==> images/final_clocks.png <==
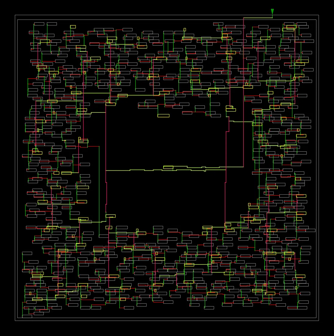
==> images/met3.png <==
Drawn at 1.5 px/um.
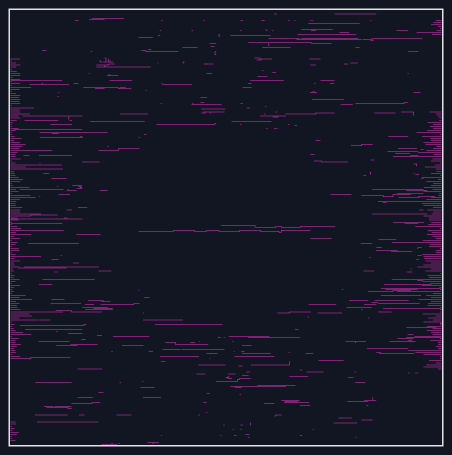
==> images/registers.png <==
Drawn at 1 px/um. Other sequential cells in the stronger gray, the rest of the logic in the fainter gray.
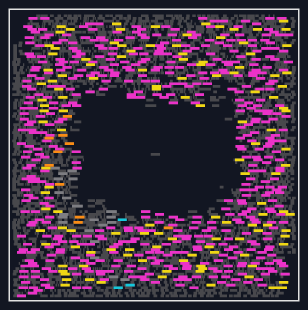
==> images/wire_density.png <==
Drawn at 1 px/um. 29 x 29 tiles, from black (low) to pale yellow (high), scaled to the fullest tile. Values are wire area over tile area, all layers added.
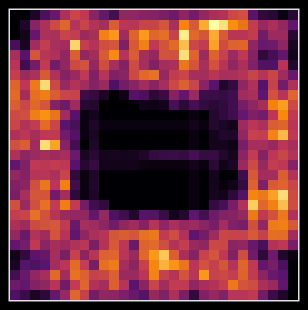
### src/rtl/v_storeu_if.sv
// Request, status and bank-write bundle for the vector store unit.
// The master drives the request; the slave (v_storeu) drives the bank writes and status.
interface v_storeu_if #(
  parameter int unsigned AddrW = 10,
  parameter int unsigned GrpW  = 512
);
  logic                       start;
  logic [3:0]                 lsu_op;
  logic [2:0]                 lmul;
  logic [2:0]                 vsew;
  logic [31:0]                addr;
  logic [GrpW-1:0]            data;
  logic [3:0][AddrW-1:0]      bank_addr;
  logic [3:0][31:0]           bank_data;
  logic [3:0]                 bank_we;
  logic                       busy;
  logic                       done;

  modport master (
    output start, lsu_op, lmul, vsew, addr, data,
    input  bank_addr, bank_data, bank_we, busy, done
  );

  modport slave (
    input  start, lsu_op, lmul, vsew, addr, data,
    output bank_addr, bank_data, bank_we, busy, done
  );
endinterface

### src/rtl/v_storeu.sv
// Vector store unit: writes a register-group image into four 32-bit memory banks,
// one 128-bit beat (one word per bank) per cycle at consecutive word addresses.
module v_storeu #(
  parameter int unsigned AddrW = 10,
  parameter int unsigned GrpW  = 512
) (
  input logic        clk_i,
  input logic        rst_ni,
  v_storeu_if.slave  bus
);

  localparam logic [3:0] OpVse8  = 4'd4;
  localparam logic [3:0] OpVse16 = 4'd5;
  localparam logic [3:0] OpVse32 = 4'd6;

  typedef enum logic [1:0] {StIdle, StWrite, StDone} state_e;

  state_e                state_q, state_d;
  logic [1:0]            beat_q, beat_d;
  logic [1:0]            last_q, last_d;
  logic [3:0]            mask_q, mask_d;
  logic [AddrW-1:0]      base_q, base_d;
  logic [GrpW-1:0]       grp_q, grp_d;
  logic [3:0][AddrW-1:0] waddr_q, waddr_d;
  logic [3:0][31:0]      wdata_q, wdata_d;
  logic [3:0]            we_q, we_d;
  logic                  busy_q, busy_d;
  logic                  done_q, done_d;

  logic                  op_ok;
  logic [1:0]            req_last;
  logic [3:0]            req_mask;
  logic                  unused_ok;

  // vsew has no data effect and only the low AddrW address bits reach the banks.
  assign unused_ok = ^{bus.vsew, bus.addr[31:AddrW]};

  always_comb begin
    op_ok = (bus.lsu_op == OpVse8) || (bus.lsu_op == OpVse16) || (bus.lsu_op == OpVse32);
    case (bus.lmul)
      3'b000:  begin req_last = 2'd0; req_mask = 4'b1111; end
      3'b001:  begin req_last = 2'd1; req_mask = 4'b1111; end
      3'b010:  begin req_last = 2'd3; req_mask = 4'b1111; end
      3'b111:  begin req_last = 2'd0; req_mask = 4'b0011; end
      default: begin req_last = 2'd0; req_mask = 4'b0001; end
    endcase
  end

  always_comb begin
    state_d = state_q;
    beat_d  = beat_q;
    last_d  = last_q;
    mask_d  = mask_q;
    base_d  = base_q;
    grp_d   = grp_q;
    waddr_d = waddr_q;
    wdata_d = wdata_q;
    we_d    = '0;
    busy_d  = busy_q;
    done_d  = 1'b0;

    unique case (state_q)
      StIdle: begin
        // Beat 0 is loaded straight from the request so it appears the cycle after accept.
        if (bus.start && op_ok) begin
          grp_d   = bus.data;
          base_d  = bus.addr[AddrW-1:0];
          last_d  = req_last;
          mask_d  = req_mask;
          beat_d  = 2'd0;
          busy_d  = 1'b1;
          we_d    = req_mask;
          for (int j = 0; j < 4; j++) begin
            waddr_d[j] = bus.addr[AddrW-1:0];
            wdata_d[j] = bus.data[32*j +: 32];
          end
          state_d = StWrite;
        end
      end
      StWrite: begin
        if (beat_q == last_q) begin
          done_d  = 1'b1;
          state_d = StDone;
        end else begin
          beat_d = beat_q + 2'd1;
          we_d   = mask_q;
          for (int j = 0; j < 4; j++) begin
            waddr_d[j] = base_q + AddrW'(beat_d);
            wdata_d[j] = grp_q[int'(beat_d) * 128 + j * 32 +: 32];
          end
        end
      end
      StDone: begin
        busy_d  = 1'b0;
        state_d = StIdle;
      end
      default: state_d = StIdle;
    endcase
  end

  always_ff @(posedge clk_i or negedge rst_ni) begin
    if (!rst_ni) begin
      state_q <= StIdle;
      beat_q  <= '0;
      last_q  <= '0;
      mask_q  <= '0;
      base_q  <= '0;
      grp_q   <= '0;
      waddr_q <= '0;
      wdata_q <= '0;
      we_q    <= '0;
      busy_q  <= 1'b0;
      done_q  <= 1'b0;
    end else begin
      state_q <= state_d;
      beat_q  <= beat_d;
      last_q  <= last_d;
      mask_q  <= mask_d;
      base_q  <= base_d;
      grp_q   <= grp_d;
      waddr_q <= waddr_d;
      wdata_q <= wdata_d;
      we_q    <= we_d;
      busy_q  <= busy_d;
      done_q  <= done_d;
    end
  end

  assign bus.bank_addr = waddr_q;
  assign bus.bank_data = wdata_q;
  assign bus.bank_we   = we_q;
  assign bus.busy      = busy_q;
  assign bus.done      = done_q;

endmodule

### src/flat_wrapper.sv
// flat-port wrapper written by rule: the top's interface ports become plain ports
module v_storeu_flat 
#(
  parameter int unsigned AddrW = 10,
  parameter int unsigned GrpW  = 512
)
  (clk_i, rst_ni, bus_start, bus_lsu_op, bus_lmul, bus_vsew, bus_addr, bus_data, bus_bank_addr, bus_bank_data, bus_bank_we, bus_busy, bus_done);
  v_storeu_if #(.AddrW(AddrW), .GrpW(GrpW)) bus_i ();
  input logic clk_i;
  input logic rst_ni;
  input wire logic [$bits(bus_i.start)-1:0] bus_start;
  input wire logic [$bits(bus_i.lsu_op)-1:0] bus_lsu_op;
  input wire logic [$bits(bus_i.lmul)-1:0] bus_lmul;
  input wire logic [$bits(bus_i.vsew)-1:0] bus_vsew;
  input wire logic [$bits(bus_i.addr)-1:0] bus_addr;
  input wire logic [$bits(bus_i.data)-1:0] bus_data;
  output wire logic [$bits(bus_i.bank_addr)-1:0] bus_bank_addr;
  output wire logic [$bits(bus_i.bank_data)-1:0] bus_bank_data;
  output wire logic [$bits(bus_i.bank_we)-1:0] bus_bank_we;
  output wire logic [$bits(bus_i.busy)-1:0] bus_busy;
  output wire logic [$bits(bus_i.done)-1:0] bus_done;
  assign bus_i.start = bus_start;
  assign bus_i.lsu_op = bus_lsu_op;
  assign bus_i.lmul = bus_lmul;
  assign bus_i.vsew = bus_vsew;
  assign bus_i.addr = bus_addr;
  assign bus_i.data = bus_data;
  assign bus_bank_addr = bus_i.bank_addr;
  assign bus_bank_data = bus_i.bank_data;
  assign bus_bank_we = bus_i.bank_we;
  assign bus_busy = bus_i.busy;
  assign bus_done = bus_i.done;
  v_storeu #(.AddrW(AddrW), .GrpW(GrpW)) u_core (.clk_i(clk_i), .rst_ni(rst_ni), .bus(bus_i));
endmodule
### config.mk
export PLATFORM = sky130hd
export DESIGN_NAME = v_storeu_flat
export DESIGN_NICKNAME = d
export VERILOG_FILES = /design/src/rtl/v_storeu_if.sv /design/src/rtl/v_storeu.sv /design/src/flat_wrapper.sv
export SDC_FILE = /design/constraint.sdc
export NUM_CORES = 2
export LEC_CHECK = 0
export CAP_MARGIN = 20
export CORE_AREA = 2 2 286 288
export CTS_CLUSTER_SIZE = 40
export DETAILED_ROUTE_END_ITERATION = 10
export DIE_AREA = 0 0 288 290
export HOLD_SLACK_MARGIN = 0.03
export PLACE_DENSITY = 0.66
export SYNTH_ARGS = -nofsm -noshare
export SYNTH_HDL_FRONTEND = slang
export SYNTH_SLANG_ARGS = --single-unit
### constraint.sdc
create_clock -name clk_i -period 2.5 [get_ports clk_i]
set_clock_uncertainty 0.1 [all_clocks]
set_input_delay 0.5 -clock clk_i [delete_from_list [all_inputs] [get_ports clk_i]]
set_output_delay 0.5 -clock clk_i [all_outputs]
set_load 0.01 [all_outputs]
==> results.cfg <==
; implementation run metrics
[power_and_ir_drop]
sequentialPower_w = 0.0193
vdd.ir_drop.worst_v = 0.000799
total_power_w = 0.0488
share_seq_of_total_power_pct = 39.6
power.largest_group = sequential cells
power_density_mw_per_mm2 = 1190
power.leakage_nw = 19.2
power_frac_comb_pct = 37.1
clkPwrFrac_pct = 23.3
p_int_w = 0.0321
pg_clk_w = 0.0114
combinational_logic_power_w = 0.0181
netSwitchingPower_w = 0.0168
proportion_of_total_power_due_to_net_switching_pct = 34.4

[routing]
ant_nets = 0
overall_routed_net_length_um = 98800
vias = 25200
drt_first_pass_iters = 5
drt-met1-wl_um = 40100
route.top_layer_used = met5
initialDrtViolationCount = 2052
vias_per_cell = 5.04
detailroute.wirelength.met2_um = 48800
routedWlPerCell_um = 19.7
drc = 0
dr_wl_met3_um = 6150

[floorplanning]
floorplan.core_area_sq_mm = 0.0802
dieWidth_um = 288
floorplan.core_util_pct = 37.4
top_level_ports = 731
taps = 1060
num_rows = 104
chip_area_sq_mm = 0.0835
floorplan.die.height_um = 290

[synthesis]
synthCells = 3234
ys_flop_type = dfrtp_1
post_synthesis_adder_cell_area_fraction_pct = 0.150
count_of_flip_flops_with_a_built_in_enable_after_synthesis = 0
synth_xor_xnor_area_share_pct = 0.225
compound_area_share_pct = 3.33
synth.mux.area_fraction_pct = 9.80
largest_cells_by_area = dfrtp_1, nand2_1, mux4_2, a31oi_1, buf_2
synth-area-yosys_sq_mm = 0.0300
synthesis.area_per_instance_sq_um = 9.27
yosysSeqAreaShare_pct = 56.3
netlist.area_leader.share_pct = 56.3
ys.warnings.count = 0
synthMostInstantiatedCell = nand2_1
post_synth_num_cell_types = 45
ys_sh_simple_pct = 25.8
synth.logic.top_family = simple AND/OR/NAND/NOR gates
largest_area_cell = dfrtp_1
synth-cells-yosys = 3234
numSynthFlops = 674
synth.top_cells.by_count = nand2_1, dfrtp_1, buf_2

[flow_run]
stage_log_warnings = 51
max_cap_violations = 0

[clock_network]
postCtsSetupBuffers = 0
cts_resized = 1
cts-buffers-inserted = 76
max-clock-path-buffers = 3
cts_htree_levels = 3
worst_setup_hold_path_clk_slew_ns = 0.06
post_cts_hold_fix_bufs = 1
clock_latency_ns = 0.62
clockRootBuffer = clkbuf_16
tritoncts = done

[sta]
post_route_clock_period_utilization_pct = 93.9
fin_ws_ns = 0.153
finalSetupViolCount = 0
fin_crit_ns = 2.35
hold_slack_ns = 0.318
tightestPinTransition_ns = 0.860
timing.slew.headroom_pct = 42.7
slew_viol_final = 0
tns_ns = 0
maxClockFrequency_ghz = 0.426
rsz0062_at_grt = false

[global_route]
met3_routing_resource_usage_after_global_routing_pct = 3.80
global_route_wire_length_before_repair_um = 153000
grt_max_degree = 78
gr-max-usage-layer = met2
first_global_vias = 25900
grtUsageMet1_pct = 30.5
grt_antenna_before_repair = 16
grt.met2_usage_pct = 39.3
grt_usage_pct = 23.5
globalRouteOverflowTotal = 0

[finish]
top_register = u_core.grp_q
stdcell_area_sq_mm = 0.0410
final_net_count = 4432
most_frequent_logic_cell_in_the_layout = nand2_1
clock_area_share_pct = 6.17
fill_cells = 7386
flip_flop_count_of_the_largest_register_all_copies_and_words_added = 512
buffers = 814
layout.core_utilization_pct = 51.1
area.share.sequential_pct = 41.2
inverters = 8
areaGrowthSynthToFinish_pct = 36.7
logic_area_sq_mm = 0.0118
multiInputCombCellCount = 2298
layout.area.seq_sq_mm = 0.0169
layoutNonFillerInstCount = 5003
nClkBuffers = 110
comb-cell-share_pct = 28.8
diodes = 12
bufAreaShareNonClock_pct = 20.5
layout.cells.most_common_list = nand2_1, clkdlybuf4s50_1, dfrtp_1
layout-drive-gt1-share_pct = 9.44
largest_class = sequential cells

[worst_hold_path]
worst_hold_startpoint = bus_data[203]
hold_class = primary input to flip-flop
timing.hold.worst_endpoint = u_core.grp_q[203]$_DFFE_PN0P_
min_path_cells = 3

[setup_path]
timing_worst_setup_path_type = flip-flop to output pin
critical_path.n_buffers_inverters = 1
start_kind = flip-flop
timing.critical_path.to = bus_bank_addr[33]
r2r_end = u_core.bus.bank_addr[17]$_DFFE_PN0P_
critical_path_cell_count = 1
timing.critical_path.arrival_ns = 1.75
worst_r2r_startpoint = u_core.beat_q[0]$_DFFE_PN0P_
cpPeakStageDelay_ns = 0.61
crit_fanout = 5
gate_family_responsible_for_the_most_delay_along_the_worst_path = buffers and inverters
ff2ff_setup_slack_ns = 0.27
setup.worst_path.start = u_core.bus.bank_addr[13]$_DFFE_PN0P_
critical_path.slowest_cell = clkdlybuf4s50_1
required_ns = 1.90
r2r_cells = 6
end_kind = output pin

[place]
placement.setup.worst_slack_ns = 0.0314
gpl.final_weighted_congestion = 0.873
dpl-instance-area_sq_mm = 0.0384
dp_hpwl_um = 68900
numPlacedInstances = 4853
numPortBuffers = 705

[status]
run_status = finished, final reports clean
Back to the opening pictures, final_clocks.png:
sinks on the clock net: 674
flop count: 674

Back to the opening pictures, met3.png:
- main direction: horizontal
- share of all routed wire: 6.2%
- wire length on this layer: 6150 um
- nets with wire on the layer: 484

Back to the opening pictures, registers.png:
- u_core.grp_q: magenta (placed flops 512; where all over the die)
- u_core.bus.bank_addr: orange (placed flops 10; where left middle)
- u_core.bus.bank_we: cyan (placed flops 3)
- u_core.bus.bank_data: yellow (placed flops 128; where all over the die)
- not colored: 21

Back to the opening pictures, wire_density.png:
- tiles over half the peak: 30%
- fullest tile: 0.53
- emptiest ninth of the die: middle
- mean over tiles: 0.19
- nearly empty tiles: 10%

